===== src/rtl/core_lsu_pkg.sv =====
// ============================================================================
// core_lsu_pkg : shared constants, FSM encoding and lane helpers for the LSU
// Revision 1.0 : initial release
// ============================================================================
`default_nettype none

package core_lsu_pkg;

  localparam logic [1:0] SIZE_B = 2'd0;
  localparam logic [1:0] SIZE_H = 2'd1;
  localparam logic [1:0] SIZE_W = 2'd2;
  localparam logic [1:0] SIZE_D = 2'd3;

  // funct3[2]: zero-extend on loads
  localparam int F3_UNSIGNED_BIT = 2;

  localparam logic [1:0] ERR_NONE     = 2'd0;
  localparam logic [1:0] ERR_SIZE     = 2'd1;
  localparam logic [1:0] ERR_MISALIGN = 2'd2;
  localparam logic [1:0] ERR_TIMEOUT  = 2'd3;

  typedef enum logic [1:0] {
    ST_IDLE    = 2'd0,
    ST_ACCESS  = 2'd1,
    ST_RESPOND = 2'd2
  } lsu_state_e;

  function automatic int lane_count(input int data_width);
    return data_width / 8;
  endfunction

  function automatic int lane_bits(input int data_width);
    return $clog2(data_width / 8);
  endfunction

endpackage

`default_nettype wire


===== src/rtl/core_lsu_lane_align.sv =====
// ============================================================================
// core_lsu_lane_align : byte-enable generation, store replication and load
//                       extraction/extension for a DATA_WIDTH-wide bus
// Revision 1.0 : initial release
// ============================================================================
`default_nettype none

module core_lsu_lane_align
  import core_lsu_pkg::*;
#(
  parameter int DATA_WIDTH = 32
) (
  input  logic [1:0]                         size_i,
  input  logic [lane_bits(DATA_WIDTH)-1:0]   lane_i,
  input  logic                               unsigned_i,
  input  logic [DATA_WIDTH-1:0]              wdata_i,
  input  logic [DATA_WIDTH-1:0]              rdata_i,
  output logic [lane_count(DATA_WIDTH)-1:0]  byte_en_o,
  output logic [DATA_WIDTH-1:0]              wdata_o,
  output logic [DATA_WIDTH-1:0]              rdata_o
);

  localparam int NB = lane_count(DATA_WIDTH);

  logic [NB-1:0]         size_mask;
  logic [DATA_WIDTH-1:0] shifted;
  logic                  sign_bit;
  logic                  fill_bit;

  always_comb begin
    size_mask = '1;
    wdata_o   = wdata_i;
    unique case (size_i)
      SIZE_B: begin
        size_mask = NB'(1'b1);
        wdata_o   = {NB{wdata_i[7:0]}};
      end
      SIZE_H: begin
        size_mask = NB'(2'b11);
        wdata_o   = {(NB/2){wdata_i[15:0]}};
      end
      SIZE_W: begin
        size_mask = NB'(4'hF);
        wdata_o   = {(NB/4){wdata_i[31:0]}};
      end
      default: begin
        size_mask = '1;
        wdata_o   = wdata_i;
      end
    endcase
    byte_en_o = size_mask << lane_i;
  end

  // The kept-byte mask is the unshifted size mask once data is right-aligned.
  always_comb begin
    shifted = rdata_i >> {lane_i, 3'b000};
    unique case (size_i)
      SIZE_B:  sign_bit = shifted[7];
      SIZE_H:  sign_bit = shifted[15];
      SIZE_W:  sign_bit = shifted[31];
      default: sign_bit = shifted[DATA_WIDTH-1];
    endcase
    fill_bit = sign_bit & ~unsigned_i;
    rdata_o  = '0;
    for (int i = 0; i < NB; i++) begin
      rdata_o[8*i +: 8] = size_mask[i] ? shifted[8*i +: 8] : {8{fill_bit}};
    end
  end

endmodule

`default_nettype wire


===== src/rtl/core_load_store_unit.sv =====
// ============================================================================
// core_load_store_unit : handshaked, wait-state-tolerant load/store master
//                        with alignment checks and a bus timeout
// Revision 1.0 : initial release
// ============================================================================
`default_nettype none

module core_load_store_unit
  import core_lsu_pkg::*;
#(
  parameter int DATA_WIDTH     = 32,
  parameter int ADDR_WIDTH     = 32,
  parameter int TIMEOUT_CYCLES = 255
) (
  input  logic                      clk,
  input  logic                      nrst,
  input  logic                      req_valid,
  output logic                      req_ready,
  input  logic                      req_store,
  input  logic [2:0]                req_funct3,
  input  logic [ADDR_WIDTH-1:0]     req_addr,
  input  logic [DATA_WIDTH-1:0]     req_wdata,
  output logic                      rsp_valid,
  output logic [DATA_WIDTH-1:0]     rsp_data,
  output logic                      rsp_error,
  output logic [1:0]                rsp_error_code,
  output logic                      mem_req,
  output logic                      mem_we,
  output logic [ADDR_WIDTH-1:0]     mem_addr,
  output logic [DATA_WIDTH/8-1:0]   mem_byte_en,
  output logic [DATA_WIDTH-1:0]     mem_wdata,
  input  logic                      mem_ack,
  input  logic [DATA_WIDTH-1:0]     mem_rdata,
  output logic                      busy
);

  localparam int NB    = lane_count(DATA_WIDTH);
  localparam int LW    = lane_bits(DATA_WIDTH);
  localparam int CNT_W = (TIMEOUT_CYCLES > 1) ? $clog2(TIMEOUT_CYCLES + 1) : 1;
  localparam logic [CNT_W-1:0] TO_LAST =
      CNT_W'((TIMEOUT_CYCLES > 0) ? TIMEOUT_CYCLES - 1 : 0);

  lsu_state_e            state_q, state_d;
  logic [1:0]            size_q, size_d;
  logic [LW-1:0]         lane_q, lane_d;
  logic                  uns_q, uns_d;
  logic [CNT_W-1:0]      cnt_q, cnt_d;
  logic                  mem_req_q, mem_req_d;
  logic                  mem_we_q, mem_we_d;
  logic [ADDR_WIDTH-1:0] mem_addr_q, mem_addr_d;
  logic [NB-1:0]         mem_be_q, mem_be_d;
  logic [DATA_WIDTH-1:0] mem_wdata_q, mem_wdata_d;
  logic                  rsp_valid_q, rsp_valid_d;
  logic                  rsp_error_q, rsp_error_d;
  logic [1:0]            rsp_code_q, rsp_code_d;
  logic [DATA_WIDTH-1:0] rsp_data_q, rsp_data_d;

  logic [1:0]            req_size;
  logic                  req_uns;
  logic                  req_illegal;
  logic                  req_misaligned;
  logic                  is_idle;

  logic [1:0]            al_size;
  logic [LW-1:0]         al_lane;
  logic                  al_uns;
  logic [NB-1:0]         al_byte_en;
  logic [DATA_WIDTH-1:0] al_wdata;
  logic [DATA_WIDTH-1:0] al_rdata;

  assign is_idle  = (state_q == ST_IDLE);
  assign req_size = req_funct3[1:0];
  assign req_uns  = req_funct3[F3_UNSIGNED_BIT];

  // Zero-extension is meaningless for stores and for full-width loads.
  always_comb begin
    req_illegal = 1'b0;
    if (req_size == SIZE_D && DATA_WIDTH != 64)
      req_illegal = 1'b1;
    if (req_uns && (req_store || req_size == SIZE_D ||
                    (req_size == SIZE_W && DATA_WIDTH == 32)))
      req_illegal = 1'b1;
  end

  always_comb begin
    unique case (req_size)
      SIZE_B:  req_misaligned = 1'b0;
      SIZE_H:  req_misaligned = req_addr[0];
      SIZE_W:  req_misaligned = |req_addr[1:0];
      default: req_misaligned = |req_addr[2:0];
    endcase
  end

  // Steering uses live request fields while idle, captured fields afterwards.
  assign al_size = is_idle ? req_size : size_q;
  assign al_lane = is_idle ? req_addr[LW-1:0] : lane_q;
  assign al_uns  = is_idle ? req_uns : uns_q;

  core_lsu_lane_align #(
    .DATA_WIDTH (DATA_WIDTH)
  ) u_lane_align (
    .size_i     (al_size),
    .lane_i     (al_lane),
    .unsigned_i (al_uns),
    .wdata_i    (req_wdata),
    .rdata_i    (mem_rdata),
    .byte_en_o  (al_byte_en),
    .wdata_o    (al_wdata),
    .rdata_o    (al_rdata)
  );

  always_comb begin
    state_d     = state_q;
    size_d      = size_q;
    lane_d      = lane_q;
    uns_d       = uns_q;
    cnt_d       = cnt_q;
    mem_req_d   = mem_req_q;
    mem_we_d    = mem_we_q;
    mem_addr_d  = mem_addr_q;
    mem_be_d    = mem_be_q;
    mem_wdata_d = mem_wdata_q;
    rsp_valid_d = 1'b0;
    rsp_error_d = 1'b0;
    rsp_code_d  = ERR_NONE;
    rsp_data_d  = '0;

    unique case (state_q)
      ST_IDLE: begin
        if (req_valid) begin
          size_d = req_size;
          lane_d = req_addr[LW-1:0];
          uns_d  = req_uns;
          if (req_illegal) begin
            state_d     = ST_RESPOND;
            rsp_valid_d = 1'b1;
            rsp_error_d = 1'b1;
            rsp_code_d  = ERR_SIZE;
          end else if (req_misaligned) begin
            state_d     = ST_RESPOND;
            rsp_valid_d = 1'b1;
            rsp_error_d = 1'b1;
            rsp_code_d  = ERR_MISALIGN;
          end else begin
            state_d     = ST_ACCESS;
            cnt_d       = '0;
            mem_req_d   = 1'b1;
            mem_we_d    = req_store;
            mem_addr_d  = {req_addr[ADDR_WIDTH-1:LW], {LW{1'b0}}};
            mem_be_d    = al_byte_en;
            mem_wdata_d = req_store ? al_wdata : '0;
          end
        end
      end
      ST_ACCESS: begin
        if (mem_ack) begin
          state_d     = ST_RESPOND;
          mem_req_d   = 1'b0;
          rsp_valid_d = 1'b1;
          rsp_data_d  = mem_we_q ? '0 : al_rdata;
        end else if (TIMEOUT_CYCLES != 0 && cnt_q == TO_LAST) begin
          state_d     = ST_RESPOND;
          mem_req_d   = 1'b0;
          rsp_valid_d = 1'b1;
          rsp_error_d = 1'b1;
          rsp_code_d  = ERR_TIMEOUT;
        end else begin
          cnt_d = cnt_q + CNT_W'(1);
        end
      end
      ST_RESPOND: begin
        state_d = ST_IDLE;
      end
      default: begin
        state_d   = ST_IDLE;
        mem_req_d = 1'b0;
      end
    endcase
  end

  always_ff @(posedge clk or negedge nrst) begin
    if (!nrst) begin
      state_q     <= ST_IDLE;
      size_q      <= SIZE_B;
      lane_q      <= '0;
      uns_q       <= 1'b0;
      cnt_q       <= '0;
      mem_req_q   <= 1'b0;
      mem_we_q    <= 1'b0;
      mem_addr_q  <= '0;
      mem_be_q    <= '0;
      mem_wdata_q <= '0;
      rsp_valid_q <= 1'b0;
      rsp_error_q <= 1'b0;
      rsp_code_q  <= ERR_NONE;
      rsp_data_q  <= '0;
    end else begin
      state_q     <= state_d;
      size_q      <= size_d;
      lane_q      <= lane_d;
      uns_q       <= uns_d;
      cnt_q       <= cnt_d;
      mem_req_q   <= mem_req_d;
      mem_we_q    <= mem_we_d;
      mem_addr_q  <= mem_addr_d;
      mem_be_q    <= mem_be_d;
      mem_wdata_q <= mem_wdata_d;
      rsp_valid_q <= rsp_valid_d;
      rsp_error_q <= rsp_error_d;
      rsp_code_q  <= rsp_code_d;
      rsp_data_q  <= rsp_data_d;
    end
  end

  assign req_ready      = is_idle;
  assign busy           = ~is_idle;
  assign mem_req        = mem_req_q;
  assign mem_we         = mem_we_q;
  assign mem_addr       = mem_addr_q;
  assign mem_byte_en    = mem_be_q;
  assign mem_wdata      = mem_wdata_q;
  assign rsp_valid      = rsp_valid_q;
  assign rsp_error      = rsp_error_q;
  assign rsp_error_code = rsp_code_q;
  assign rsp_data       = rsp_data_q;

endmodule

`default_nettype wire


===== config.mk =====
export PLATFORM = sky130hd
export DESIGN_NAME = core_load_store_unit
export DESIGN_NICKNAME = d
export VERILOG_FILES = /design/src/rtl/core_lsu_pkg.sv /design/src/rtl/core_lsu_lane_align.sv /design/src/rtl/core_load_store_unit.sv
export SDC_FILE = /design/constraint.sdc
export NUM_CORES = 1
export LEC_CHECK = 0
export CAP_MARGIN = 25
export CORE_MARGIN = 4
export CORE_UTILIZATION = 45
export DETAILED_ROUTE_END_ITERATION = 12
export DONT_BUFFER_PORTS = 1
export SETUP_SLACK_MARGIN = 0.05
export SLEW_MARGIN = 20
export SYNTH_ARGS = -nofsm -noshare
export SYNTH_HDL_FRONTEND = slang
export SYNTH_SLANG_ARGS = --single-unit
export TNS_END_PERCENT = 100

===== constraint.sdc =====
create_clock -name clk -period 3 [get_ports clk]
set_clock_uncertainty 0.15 [all_clocks]
set_input_delay 0.6 -clock clk [delete_from_list [all_inputs] [get_ports clk]]
set_output_delay 0.6 -clock clk [all_outputs]
set_load 0.01 [all_outputs]

Figure 1. Signal wires on met3 (run 1).
Drawn at 4 px/um.
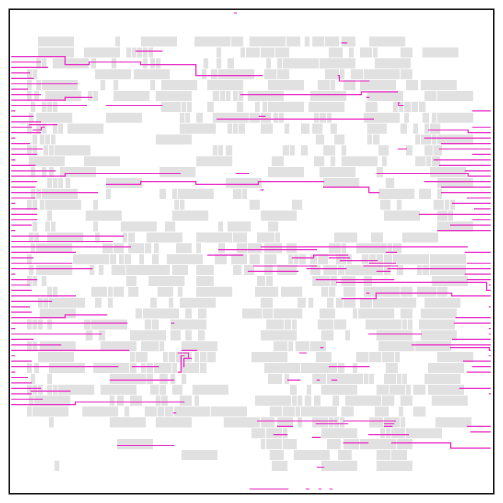
The layer carries 1,800 um of wire. The wires run mostly horizontal.

Figure 2. Signal wires on met4 (run 1).
Drawn at 3 px/um. Supply wires on this layer in gray.
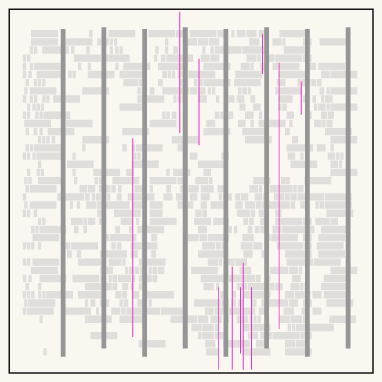
The layer holds 2.6% of the routed length. 10 nets have wire on it. The layer carries 392 um of wire.

==> summary.rpt, run 1 <==
================================================================================
Clock tree from TritonCTS                                                   done
Worst endpoint required time                                             3.11 ns
Layout filler cell count                                                   1,156
Number of CTS-inserted buffers                                                17
Vias after detailed routing                                                4,255
Synthesized instance count                                                   573
Slew Viols, Final                                                              0
Number of warning messages in the logs                                        31
Worst setup path endpoint                                           rsp_data[20]
Die X-Extent                                                            120.8 um
Summed negative setup slack over all endpoints                              0 ns
Total of warnings raised by yosys                                              0
PostCTS Resize Cnt                                                             0
Largest stage delay on the critical path                                 0.56 ns
Placeable core area                                                  12,210 um^2
Floorplan die area                                                   14,590 um^2
Clock H-tree levels                                                            4
Failing checks                                                      negative hold slack
I/O Buffers                                                                    0
Number of buffers on the longest clock path                                    2
Floorplan Utilization                                                     46.86%
Origin of the worst setup path                                        state_q[1]
Number of top-level pins                                                     212
Type of element capturing the critical path                             register
Largest net degree at the start of global routing                            120
Cells traversed along the worst timing path                         or2_1, buf_4, a31oi_2, buf_4, a21o_2, o2111ai_4, o21ai_0
Nets@finish                                                                  674
WHS                                                                   -0.2747 ns
Vertical die dimension                                                  120.8 um
Remaining max-slew budget at the tightest pin                             52.54%
Number of diodes                                                               0
Detail-routed via count per cell                                           5.681
Total routed wirelength                                                15,250 um
Most instantiated logic cells after routing                         nand2_1, dfrtp_1, o21ai_0, nor2_1, nand3_1
DRC violation count after routing                                              0
Period utilisation layout                                                 86.45%
Run status                                                          finished with violations
Endpoint of the worst-slack reg-to-reg timing path                  rsp_data[20]
Violation count after the first detailed-routing iteration                   274
Areal power density over the cells                                  843.3 nW/um^2
Number of iterations in the first detailed-routing pass                        5
Highest Clock Rate                                                    0.3856 GHz
Largest fanout on the critical path                                           15
Wire length of the first global-routing pass                           24,070 um
Design Power                                                            5.378 mW
Fraction of final layout cells with drive strength greater than 1         16.52%
Startpoint-to-endpoint class of the critical path                   register to register
Distinct lib cells used                                                       58
Gp weighted congestion                                                    0.8367
Worst-case vdd ir drop                                                  418.0 uV
Critical Path Start Type                                                register
Leakage power figure                                                    3.042 nW
Hold violation total from the final report                                   119
Worst min path class                                                input port to async pin
Clk Tree Root Cell                                                     clkbuf_16
Fraction of the yosys area taken by sequential cells                      52.03%
Antenna violations before repair                                               0
Worst R2R Setup Slack                                                    0.41 ns
Primary FF master, synth                                                 dfrtp_1
Library cell appearing most often on the critical path                     buf_4
Setup repair after global routing missed its margin                        false
GR Util All Layers                                                        21.40%
Residual antenna-violating net count after detailed routing                    0
Clock latency at the later pin of the worst-skew pair                    0.41 ns
Setup violations, final                                                        0
Clock Pin Slew Worst Setup and Hold Paths                                0.06 ns
Most common logic cell in the routed design                              nand2_1
Sinks on Clock Net                                                           119
FF-to-FF path depth                                                            7
Pin slew with the least headroom to its limit                          0.7119 ns
Layout-stage area growth over the synthesis result                        11.43%
Chip Area, Yosys                                                       5723 um^2
Registers, synthesis                                                         119
Area share of the largest cell type after synthesis                       52.03%
Count of library flops with an enable pin                                      0
FFs w/ async S/R, synth                                                   100.0%
Total global routing overflow                                                  0
Post-CTS repair timing setup buffer count                                      0
Routed length per placed instance                                       20.36 um
FP Rows                                                                       40
Clock period minus final worst setup slack                              2.594 ns
Largest area contributor in the netlist                                  dfrtp_1
Cell count listed in synth_stat.txt                                          573
Reg2Reg Launch Point                                                  state_q[1]
Synthesized area                                                       5723 um^2
Maximum capacitance violations                                                 0
Vias in the first global route                                             4,311
Slowest stage cell, crit path                                            dfrtp_1
Largest cells by area after synthesis                               dfrtp_1, nand2_1, mux2_2, mux2i_1, o21ai_0
================================================================================
Figure 3. Close-up of the layout (run 1).
Window x 66 to 116, y 66 to 116 um. Cells in gray, sequential cells in the stronger gray; small squares are vias.
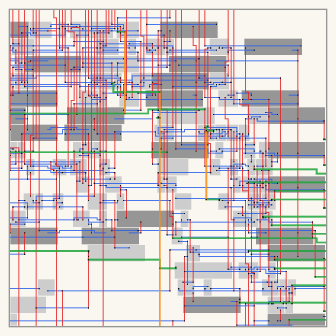
met3: marked green. met1: marked blue. met2: marked red. met4: marked orange.
107 logic cells have their middle in the window. Sequential cells in the window: 22. Netlist names of flops here include mem_wdata (22). Most frequent: dfrtp_1 (22), nand2_1 (21), a22o_1 (12).

-- run 1: through the flow --
stage	instance area (um^2)	setup slack (ns)	utilization [%]	instances	hold WS [ns]
floorplan	5727	0.8566	-	574	0.1544
finish	6377	0.4064	52.22	749	-0.2747
CTS	6377	0.4182	52.22	749	-0.2931
global placement	5784	0.4496	47.37	717	0.1575
global route	6377	0.2233	52.22	749	-0.2952
detailed placement	5784	0.3865	47.37	717	0.1577
-- run 1: cell usage after synthesis, types with 7 or more instances --
cell type    n
o21ai_0     33
o21ai_2     10
o22ai_1      8
o211a_1      7
a21oi_1     12
nor2_1      32
buf_2        9
nand3_1     20
clkbuf_1     9
buf_6       12
a22o_1      14
mux2i_1     17
o31ai_1     11
a221oi_1     7
nand2_1    167
dfrtp_1    119
mux2_2      19
-- run 1: layer usage --
layer / GRT usage [%] / wire (um) / vias up
met4: 8.853 / 392 / 0
met5: 0 / 0 / -
met2: 31.61 / 6898 / 222
li1: - / - / 1972
met1: 26.98 / 6163 / 2031
met3: 10.10 / 1796 / 30
-- run 1: final cells by class --
class	instances	area (um^2)	area share (%)
multi-input cells	413	2466	38.67
inverters	6	35.03	0.5493
flip-flops and latches	119	2978	46.69
clock buffers	21	470.5	7.377
clock inverters	11	122.6	1.923
well taps	168	210.2	3.296
repair buffers	11	95.09	1.491
-- run 1: logic make-up after synthesis --
group | synth area share (%)
compound gates | 16.35
other cells | 0.06553
flops | 52.03
xor+xnor | 0.6123
fa+ha+maj | 0.4372
buf+inv | 5.138
simple gates | 18.15
mux | 7.215
-- run 1: registers in the layout, indices dropped and copies added (netlist names) --
name	count
state_q	2
rsp_error	1
rsp_error_code	2
mem_wdata	32
size_q	2
lane_q	2
mem_byte_en	4
cnt_q	8
rsp_data	32
mem_addr	30
mem_req	1
uns_q	1
rsp_valid	1
mem_we	1
-- run 1: worst min path at each step --
stage               from      endpoint  slack [ns]
global route        nrst   rsp_data[5]       -0.30
CTS                 nrst   rsp_data[5]       -0.29
global placement    nrst   rsp_data[6]        0.16
detailed placement  nrst  rsp_data[22]        0.16
finish              nrst   rsp_data[5]       -0.27
floorplan           nrst      cnt_q[0]        0.15
-- run 1: report_power, final --
| part | internal, mW | total (mW) | switching, mW |
|---|---|---|---|
| sequential | 1.96 | 2.44 | 0.471 |
| clock | 1.29 | 2.02 | 0.731 |
| combinational | 0.401 | 0.926 | 0.525 |
| total | 3.65 | 5.38 | 1.73 |
-- run 1: critical path: cells and delay by family, from the launching register on --
family          cells  cell delay (ns)
compound gates      4             0.99
flops               1             0.56
buf+inv             2             0.43
simple gates        1             0.31
Figure 4. Clock wiring as the flow saved it (run 1).
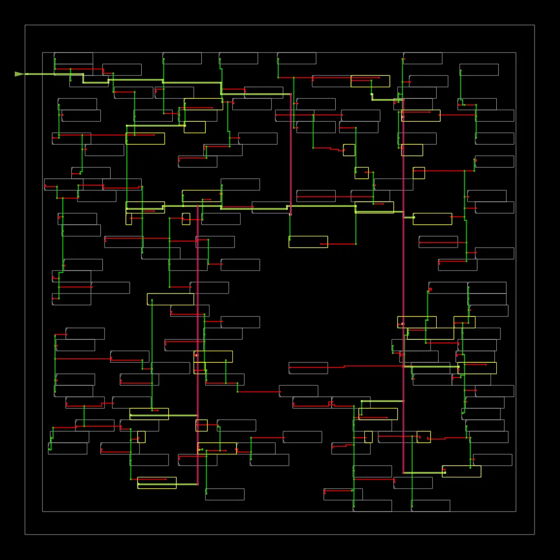

==> run 2: changes to the inputs <==
--- a/config.mk
+++ b/config.mk
@@ -9,7 +9,7 @@
 export CORE_MARGIN = 4
 export CORE_UTILIZATION = 45
 export DETAILED_ROUTE_END_ITERATION = 12
-export DONT_BUFFER_PORTS = 1
+export PLACE_DENSITY = 0.81
 export SETUP_SLACK_MARGIN = 0.05
 export SLEW_MARGIN = 20
 export SYNTH_ARGS = -nofsm -noshare
==> constraint.sdc (replaced) <==
create_clock -name clk -period 3 [get_ports clk]
set_clock_uncertainty 0.15 [all_clocks]
set_input_delay 0.75 -clock clk [delete_from_list [all_inputs] [get_ports clk]]
set_output_delay 0.75 -clock clk [all_outputs]
set_load 0.01 [all_outputs]
Figure 5. Clock wiring as the flow saved it (run 2).
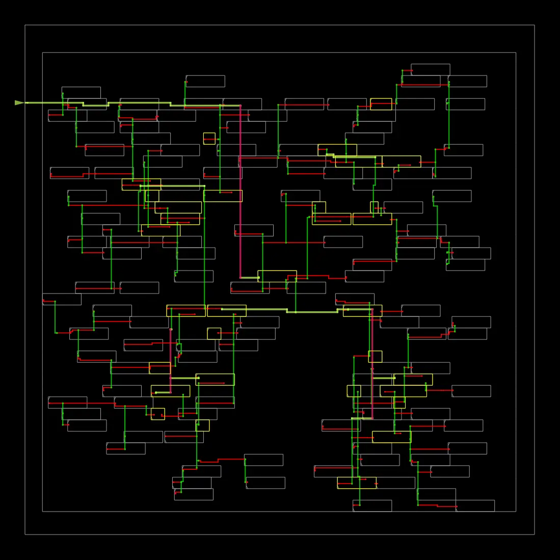
FFs & Latches: 119
power attributed to the clock group: 2.11 mW
number of CTS-inserted buffers: 17

Figure 6. Signal wires on met3 (run 2).
Drawn at 4 px/um.
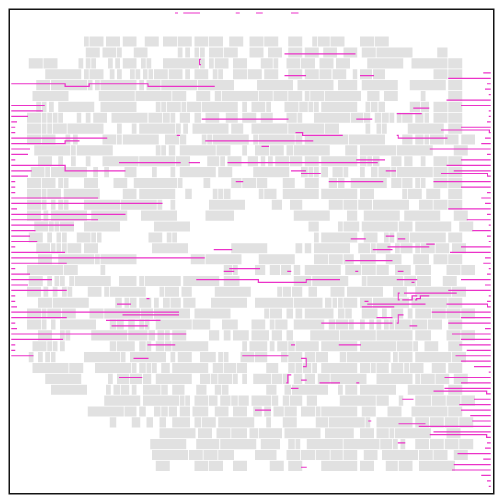
The layer holds 8.1% of the routed length. 174 nets have wire on it.

==> summary.rpt, run 2 <==
================================================================================
Remaining max-slew budget at the tightest pin                             48.57%
Floorplan Utilization                                                     46.86%
Period utilisation layout                                                 95.34%
Clock H-tree levels                                                            4
Total routed wirelength                                                18,140 um
Most popular library cell in the synthesized design by count             nand2_1
Design Power                                                            6.389 mW
Portion of total power attributed to combinational logic                   32.5%
Slew Viols, Final                                                              0
Arrival time of data at the critical path endpoint                       1.96 ns
Vias after detailed routing                                                5,203
Post-CTS repair timing setup buffer count                                      0
Relative contribution of the clock network to total power                  33.1%
Most common logic cell in the routed design                         clkdlybuf4s50_1
Die X-Extent                                                            120.8 um
Count of library flops with an enable pin                                      0
Sinks on Clock Net                                                           119
FFs w/ async S/R, synth                                                   100.0%
Number of top-level pins                                                     212
CTS Hold Buffers Added                                                         0
Flip-flop and latch area                                               2978 um^2
Total global routing overflow                                                  0
Hold violation total from the final report                                     0
Hpwl dp                                                                13,260 um
Worst-case vdd ir drop                                                  388.2 uV
Clock Pin Slew Worst Setup and Hold Paths                                0.06 ns
Worst endpoint required time                                             2.10 ns
Synthesized area per cell                                             9.988 um^2
Startpoint-to-endpoint class of the critical path                   register to output port
Type of element capturing the critical path                          output port
Highest Clock Rate                                                    0.3496 GHz
Net switching power of the design                                       1.968 mW
Wire length of the first global-routing pass                           28,490 um
Vertical die dimension                                                  120.8 um
Number of iterations in the first detailed-routing pass                        4
Layout filler cell count                                                     940
Area share of the largest cell type after synthesis                       52.03%
Largest fanout on the critical path                                           12
Fraction of final layout cells with drive strength greater than 1         13.93%
I/O Buffers                                                                  209
Worst slack at placement                                              0.08205 ns
Summed negative setup slack over all endpoints                              0 ns
WHS                                                                    0.1461 ns
FP Rows                                                                       40
Vias in the first global route                                             5,498
Total of warnings raised by yosys                                              0
Number of diodes                                                               0
GR Util All Layers                                                        24.91%
Synthesized area                                                       5723 um^2
Registers, synthesis                                                         119
Detail-routed via count per cell                                           5.353
Cell count listed in synth_stat.txt                                          573
Largest net degree at the start of global routing                             65
Most instantiated logic cells after routing                         clkdlybuf4s50_1, nand2_1, dfrtp_1, o21ai_0, nor2_1
Met2 WL post-DR                                                          9169 um
PostCTS Resize Cnt                                                             0
Placeable core area                                                  12,210 um^2
Maximum capacitance violations                                                 0
Nets@finish                                                                  897
Violation count after the first detailed-routing iteration                   455
Largest cells by area after synthesis                               dfrtp_1, nand2_1, mux2_2, mux2i_1, o21ai_0
Internal power summed over all cells                                    4.421 mW
Run status                                                             completed
Areal power density over the cells                                  738.0 nW/um^2
DRC violation count after routing                                              0
Sequential fraction of design power                                        34.4%
Chip Area, Yosys                                                       5723 um^2
Clock latency at the later pin of the worst-skew pair                    0.41 ns
Leakage power figure                                                    3.934 nW
Number of buffers on the longest clock path                                    2
Primary FF master, synth                                                 dfrtp_1
Switching part of the total                                               30.80%
Pin slew with the least headroom to its limit                          0.7668 ns
Met3 routed wirelength                                                   1462 um
Gate Area                                                              2470 um^2
DRT met1 WL                                                              6998 um
Clock period minus final worst setup slack                              2.860 ns
Worst Slack Setup Final                                                0.1399 ns
Setup repair after global routing missed its margin                        false
Synthesized instance count                                                   573
Fraction of the yosys area taken by sequential cells                      52.03%
Routed length per placed instance                                       18.66 um
Distinct lib cells used                                                       58
Critical Path Start Type                                                register
Worst min path class                                                input port to async pin
Antenna violations before repair                                               0
Origin of the worst setup path                                        state_q[1]
Highest signal layer in the routed design                                   met4
Residual antenna-violating net count after detailed routing                    0
Reg2Reg Launch Point                                                  state_q[1]
Largest area contributor in the netlist                                  dfrtp_1
Floorplan die area                                                   14,590 um^2
Setup violations, final                                                        0
Clock tree from TritonCTS                                                   done
Layout-stage area growth over the synthesis result                        51.27%
Gp weighted congestion                                                    0.8958
Commonest cells in the synthesized netlist                          nand2_1, dfrtp_1, o21ai_0, nor2_1, nand3_1
Number of warning messages in the logs                                        27
Clk Tree Root Cell                                                     clkbuf_16
================================================================================
[run 2: cell types whose count changed in the layout (fill, tap and decap cells not counted), moves of 2 or more]
cell	change
clkinv_2	-2
buf_12	+4
buf_4	+11
clkinvlp_4	-2
clkdlybuf4s50_1	+208
clkinv_4	+4
[run 2: power groups by stage]
stage / Combinational, mW / Sequential [mW] / Clock [mW]
2_1_floorplan: 0.798 / 2.34 / 0
3_3_place_gp: 2.02 / 2.20 / 0
3_5_place_dp: 2.08 / 2.22 / 0
4_1_cts: 2.10 / 2.20 / 2.14
5_1_grt: 2.24 / 2.24 / 2.22
6_report: 2.08 / 2.20 / 2.11
[run 2: layer usage]
layer  track usage [%]  vias up
met1             28.36     2495
met2             43.77      249
li1                  -     2419
met5                 0        -
met4             9.915        0
met3             7.437       40
[run 2: cells by family (layout without fill, tap and decap cells)]
logic type,Yosys count,in the layout,share of synthesized area [%]
adder cells (fa/ha/maj),2,2,0.4372
XOR/XNOR,4,4,0.6123
buffers and inverters,42,272,5.138
other,1,2,0.06553
AND/OR/NAND/NOR,243,243,18.15
AND-OR/OR-AND,124,124,16.35
multiplexers,38,38,7.215
flip-flops,119,119,52.03
[run 2: cell type report]
type	count	area share, %
well taps	168	2.428
flip-flops and latches	119	34.40
repair buffers	234	27.03
clock buffers	19	5.232
multi-input cells	413	28.53
clock inverters	13	1.980
inverters	6	0.4047
[run 2: stage by stage]
stage | instance area (um^2) | std cells | util (%)
6_report | 8657 | 972 | 70.89
5_1_grt | 8657 | 972 | 70.89
4_1_cts | 8657 | 972 | 70.89
3_5_place_dp | 8033 | 940 | 65.78
3_3_place_gp | 8025 | 939 | 65.72
2_1_floorplan | 5727 | 574 | -
[run 2: worst max-delay path, stage by stage (launching register included)]
cell             delay (ns)
dfrtp_1                0.51
or2_1                  0.39
clkinv_8               0.12
clkdlybuf4s50_1        0.54
[run 2: path summary, 6_finish.rpt]
| check | end | slack [ns] | cells past startpoint |
|---|---|---|---|
| worst max-delay path | req_ready | 0.14 | 3 |
| worst min-delay path | mem_wdata[29] | 0.15 | 1 |
| min in group clk | mem_wdata[1] | 0.32 | 2 |
| max in group asynchronous | lane_q[0] | 1.73 | 2 |
| worst min register to register | mem_wdata[1] | 0.32 | 2 |
| worst max register to register | rsp_data[20] | 0.59 | 7 |
Power is estimated from default activity; no workload was simulated.
